Fig. 1: M1 wires
Scale bar: 50 um. Cells faint in the background.
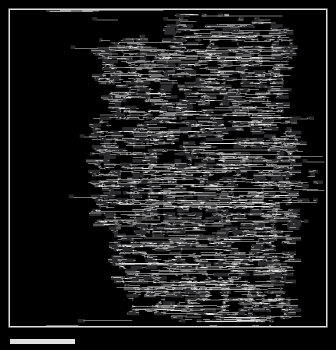
Fig. 2: signal wires on met2
Cells faint in the background.
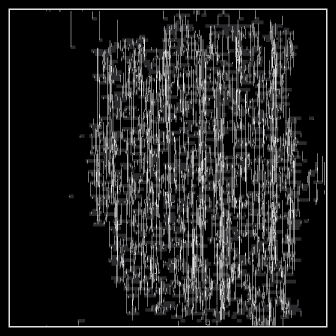
Fig. 3: the metal 3 layer
Scale bar: 50 um. Cells faint in the background.
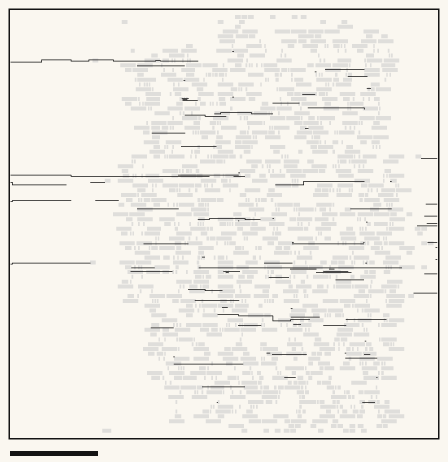
Fig. 4: placed standard cells
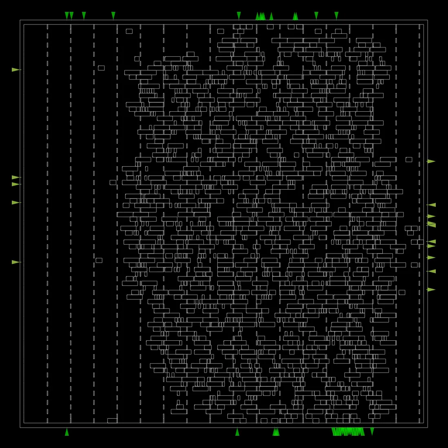
===== src/rtl/w2_row_buffer.sv =====
// w2_row_buffer: receive end of the off-chip layer-2 weight write interface.
// Each row of weights is collected in a shadow bank. The row is then swapped
// into the active bank that the stage-2 MAC reads. The first row is promoted
// automatically. Later rows are promoted when the MAC signals consume_done.
module w2_row_buffer #(
    parameter int NUM_OUT = 10,
    parameter int DATA_W  = 16,
    parameter int ADDR_W  = 4,
    parameter int CNT_W   = 8
) (
    input  logic              clk,
    input  logic              reset,
    input  logic              w2SramWeOffChip,
    input  logic [ADDR_W-1:0] weight2AddrOffChip,
    input  logic [DATA_W-1:0] weight2,
    output logic              weight2_loadNextRow,
    input  logic              consume_done,
    input  logic [ADDR_W-1:0] rd_addr,
    output logic [DATA_W-1:0] rd_data,
    output logic              row_valid,
    output logic [CNT_W-1:0]  row_count,
    output logic              wr_err
);

    localparam logic [ADDR_W-1:0] LP_NUM_OUT = ADDR_W'(NUM_OUT);

    typedef enum logic [1:0] {
        ST_EMPTY = 2'd0,
        ST_RUN   = 2'd1,
        ST_WAIT  = 2'd2
    } state_t;

    state_t              r_state;
    state_t              w_state_nxt;
    logic                w_swap;

    logic [DATA_W-1:0]   r_shadow [NUM_OUT];
    logic [DATA_W-1:0]   r_active [NUM_OUT];
    logic [NUM_OUT-1:0]  r_mask;
    logic [CNT_W-1:0]    r_row_count;
    logic                r_wr_err;
    logic                r_load_pulse;
    logic [DATA_W-1:0]   r_rd_data;

    logic                w_full;
    logic                w_wr_addr_ok;
    logic                w_wr_accept;
    logic                w_wr_bad;
    logic                w_rd_addr_ok;

    // "full" is taken from the registered mask. A word written at one edge
    // therefore counts toward full starting at the next edge.
    assign w_full       = &r_mask;
    assign w_wr_addr_ok = (weight2AddrOffChip < LP_NUM_OUT);
    assign w_rd_addr_ok = (rd_addr < LP_NUM_OUT);

    // A write in the swap cycle goes into the freshly emptied shadow bank.
    // For that reason a full shadow only blocks writes when no swap happens.
    assign w_wr_accept  = w2SramWeOffChip && w_wr_addr_ok && (!w_full || w_swap);
    assign w_wr_bad     = w2SramWeOffChip && (!w_wr_addr_ok || (w_full && !w_swap));

    // Next-state logic and swap decision for the row promotion FSM.
    always_comb begin
        w_state_nxt = r_state;
        w_swap      = 1'b0;
        case (r_state)
            ST_EMPTY: begin
                if (w_full) begin
                    w_swap      = 1'b1;
                    w_state_nxt = ST_RUN;
                end
            end
            ST_RUN: begin
                if (consume_done) begin
                    if (w_full) begin
                        w_swap      = 1'b1;
                        w_state_nxt = ST_RUN;
                    end else begin
                        w_state_nxt = ST_WAIT;
                    end
                end
            end
            ST_WAIT: begin
                if (w_full) begin
                    w_swap      = 1'b1;
                    w_state_nxt = ST_RUN;
                end
            end
            default: begin
                w_state_nxt = ST_EMPTY;
            end
        endcase
    end

    // State register.
    always_ff @(posedge clk or negedge reset) begin
        if (!reset) begin
            r_state <= ST_EMPTY;
        end else begin
            r_state <= w_state_nxt;
        end
    end

    // Shadow bank and its write mask. A swap clears the mask before the
    // same-cycle write sets its own bit.
    always_ff @(posedge clk or negedge reset) begin
        if (!reset) begin
            r_mask <= '0;
            for (int i = 0; i < NUM_OUT; i++) begin
                r_shadow[i] <= '0;
            end
        end else begin
            if (w_swap) begin
                r_mask <= '0;
            end
            if (w_wr_accept) begin
                r_shadow[weight2AddrOffChip] <= weight2;
                r_mask[weight2AddrOffChip]   <= 1'b1;
            end
        end
    end

    // Active bank. On a swap it takes the whole shadow bank as it stood
    // before this edge.
    always_ff @(posedge clk or negedge reset) begin
        if (!reset) begin
            for (int i = 0; i < NUM_OUT; i++) begin
                r_active[i] <= '0;
            end
        end else if (w_swap) begin
            for (int i = 0; i < NUM_OUT; i++) begin
                r_active[i] <= r_shadow[i];
            end
        end
    end

    // Row counter and the one-cycle "send next row" pulse that follows each swap.
    always_ff @(posedge clk or negedge reset) begin
        if (!reset) begin
            r_row_count  <= '0;
            r_load_pulse <= 1'b0;
        end else begin
            r_load_pulse <= w_swap;
            if (w_swap) begin
                r_row_count <= r_row_count + CNT_W'(1);
            end
        end
    end

    // Sticky write error: a bad address, or a write into a full shadow bank
    // that is still waiting for its swap.
    always_ff @(posedge clk or negedge reset) begin
        if (!reset) begin
            r_wr_err <= 1'b0;
        end else if (w_wr_bad) begin
            r_wr_err <= 1'b1;
        end
    end

    // Registered read port. It returns the pre-swap active word, and 0 for
    // an out-of-range address.
    always_ff @(posedge clk or negedge reset) begin
        if (!reset) begin
            r_rd_data <= '0;
        end else if (w_rd_addr_ok) begin
            r_rd_data <= r_active[rd_addr];
        end else begin
            r_rd_data <= '0;
        end
    end

    assign weight2_loadNextRow = r_load_pulse;
    assign rd_data             = r_rd_data;
    assign row_valid           = (r_state == ST_RUN);
    assign row_count           = r_row_count;
    assign wr_err              = r_wr_err;

endmodule


===== config.mk =====
export PLATFORM = sky130hd
export DESIGN_NAME = w2_row_buffer
export DESIGN_NICKNAME = d
export VERILOG_FILES = /design/src/rtl/w2_row_buffer.sv
export SDC_FILE = /design/constraint.sdc
export NUM_CORES = 1
export LEC_CHECK = 0
export CAP_MARGIN = 20
export CORE_MARGIN = 2
export CORE_UTILIZATION = 26
export DETAILED_ROUTE_END_ITERATION = 7
export HOLD_SLACK_MARGIN = 0.02
export PLACE_DENSITY = 0.46
export SLEW_MARGIN = 20
export SYNTH_ARGS = -nofsm -noshare
export SYNTH_HDL_FRONTEND = slang
export SYNTH_SLANG_ARGS = --single-unit

===== constraint.sdc =====
create_clock -name clk -period 5.6 [get_ports clk]
set_input_delay 1.68 -clock clk [delete_from_list [all_inputs] [get_ports clk]]
set_output_delay 1.68 -clock clk [all_outputs]
set_load 0.005 [all_outputs]

==> deck_impl_summary.md <==
Synthesis and Place & Route Summary

Status
  • Result of the run: complete, no violations

GRT
  • Antenna violations before repair: 3
  • Wire length of the first global-routing pass: a little under 60000 um
  • GRT overflow: 0
  • Largest net degree at the start of global routing: approximately 120

Critical path
  • Peak fanout along the critical path: 17
  • CP Launch Point: consume_done
  • Category of cells accounting for the largest share of critical-path delay: AND-OR/OR-AND gates
  • Buffer-and-inverter tally for the worst setup path: 1
  • Required time of the critical path: between 6 and 7 ns
  • Number of cells on the critical path: 5
  • R2R setup slack: ~2.9 ns
  • End point of the critical path: r_shadow[69]$_DFFE_PN0P_
  • Worst Setup Start Kind: input port
  • Worst setup path class: in2reg
  • CP endpoint kind: register

Power
  • Leakage power summed over all cells: a little over 8 nW
  • Sequential power: around 3.5 mW
  • Post-layout total power: between 7 and 8 mW
  • Power of the clock network: approximately 2.7 mW
  • Int Power: roughly 5.4 mW
  • Gate power share: between 10% and 20%
  • Power Density: between 400 and 500 nW/um2
  • Combinational power: ~1.1 mW
  • Peak supply drop: ~0.00017 V

Final layout
  • Fin nets: between 1000 and 1500
  • Area-dominant cell class after layout: registers
  • Layout cells sized above 1: approximately 22%
  • Seq. cell area: 8960 um2
  • Non-clk buf share: under 10%
  • Area occupied by multi-input gates: about 5400 um2
  • Seq area share: between 50% and 60%
  • Final antenna diode count: 0
  • Number of clock buffer instances in the layout: around 63
  • Most frequent cells in the layout: 502 x sky130_fd_sc_hd__nand2_1, 358 x sky130_fd_sc_hd__dfrtp_1, 157 x sky130_fd_sc_hd__mux2_2
  • Clock distribution area overhead in the final layout: approximately 7.9%
  • Logic inverters: 2
  • P&R area growth vs syn: 18.3%
  • Layout Utilization: about 31%
  • Post-route design area: between 15000 and 20000 um2
  • Non-clock buffer count: roughly 75

Die
  • Height of the chip: 242 um
  • IO Count: 55
  • Die X: approximately 240 um
  • Area of the core: ~56000 um2

Synth
  • Synthesized chip area reported by yosys: 14700 um2
  • Async set or reset register ratio after synthesis: 100%
  • Main logic family: multiplexers
  • Post-synth EDFFs: 0
  • List of most frequent post-synthesis cells: 502 x sky130_fd_sc_hd__nand2_1, 358 x sky130_fd_sc_hd__dfrtp_1, 157 x sky130_fd_sc_hd__mux2_2
  • Top cells by area: sky130_fd_sc_hd__dfrtp_1 61%, sky130_fd_sc_hd__nand2_1 13%, sky130_fd_sc_hd__mux2_2 12%
  • Adder and majority cell fraction of the synthesized area: less than 1%
  • Average cell area after synthesis: roughly 12 um2
  • Most area-hungry cell type in the Yosys netlist: sky130_fd_sc_hd__dfrtp_1
  • Number of warnings reported in the yosys synthesis log: 0
  • Distinct cell type count after synthesis: around 40
  • Area fraction in xor and xnor cells: less than 1%
  • Sequential fraction of the synthesis area: 60.8%
  • Area share of the largest cell type after synthesis: 60.8%
  • Post-synthesis instance area: roughly 15000 um2
  • Registers, synthesis: approximately 360

Min path
  • Path class of the lowest-slack min-delay path: reg2reg
  • End of the worst hold path: r_active[145]$_DFFE_PN0P_

Detailed routing
  • DR WL met3: 1460 um
  • Starting DRC count in detailed routing: between 500 and 600
  • Post-route antenna net violation count: 0
  • Top metal layer carrying routed signals: met5
  • Wire length on met1: roughly 17000 um
  • DR vias/cell: approximately 4.4
  • Number of detailed-route iterations in the first pass: 5
  • DR WL met2: 17800 um

Timing
  • Unrepaired setup endpoints after global routing: no
  • Relative max-transition margin: between 30% and 40%
  • Pins Over Slew Limit: 0
  • Final hold violation count: 0
  • Worst hold-check slack: 0.448 ns
  • Highest attainable clock frequency: 268 MHz
  • Setup clock skew after layout: 0.0263 ns

CTS
  • CTS sink count: roughly 360
  • Buffer type at the clock tree root: sky130_fd_sc_hd__clkbuf_16
  • CTS buffer count: 39
  • TritonCTS clock tree: done
  • Resized Gates After CTS: 0
  • Clk slew on worst S/H paths: ~0.060 ns
  • Buffer count from post-CTS setup fixing: 0
  • Longest Clk Path Bufs: 3

Placement
  • HPWL Detailed: about 21000 um
  • Number of buffers inserted by port buffering: between 50 and 60
  • Placed cell areas: between 15000 and 20000 um2

Job
  • Max-cap violations: 0
Back to the opening pictures, Fig. 1:
nets with wire on the layer = 1218
wire length on this layer = 16700 um
main direction = horizontal
longest straight run = 79.1 um
met1 Use GR: 16.7%
via total after detailed routing: 9140

Back to the opening pictures, Fig. 2:
wire length on this layer = 17800 um
main direction = vertical
post-detailed-routing wire length: 36800 um
global routing usage on met2: 21.6%

Back to the opening pictures, Fig. 3:
share of all routed wire = 4.0%
nets with wire on the layer = 43
longest straight run = 115 um
main direction = horizontal
wire length on this layer = 1460 um
GR Util met3: 2.65%

Back to the opening pictures, Fig. 4:
number of tap cells added at floorplan: 756
seq_cells: 358
Std-Cell Rows: 87
layout filler cell count: 5773

Power figures rest on the tool's default switching activity, not on a simulated workload.
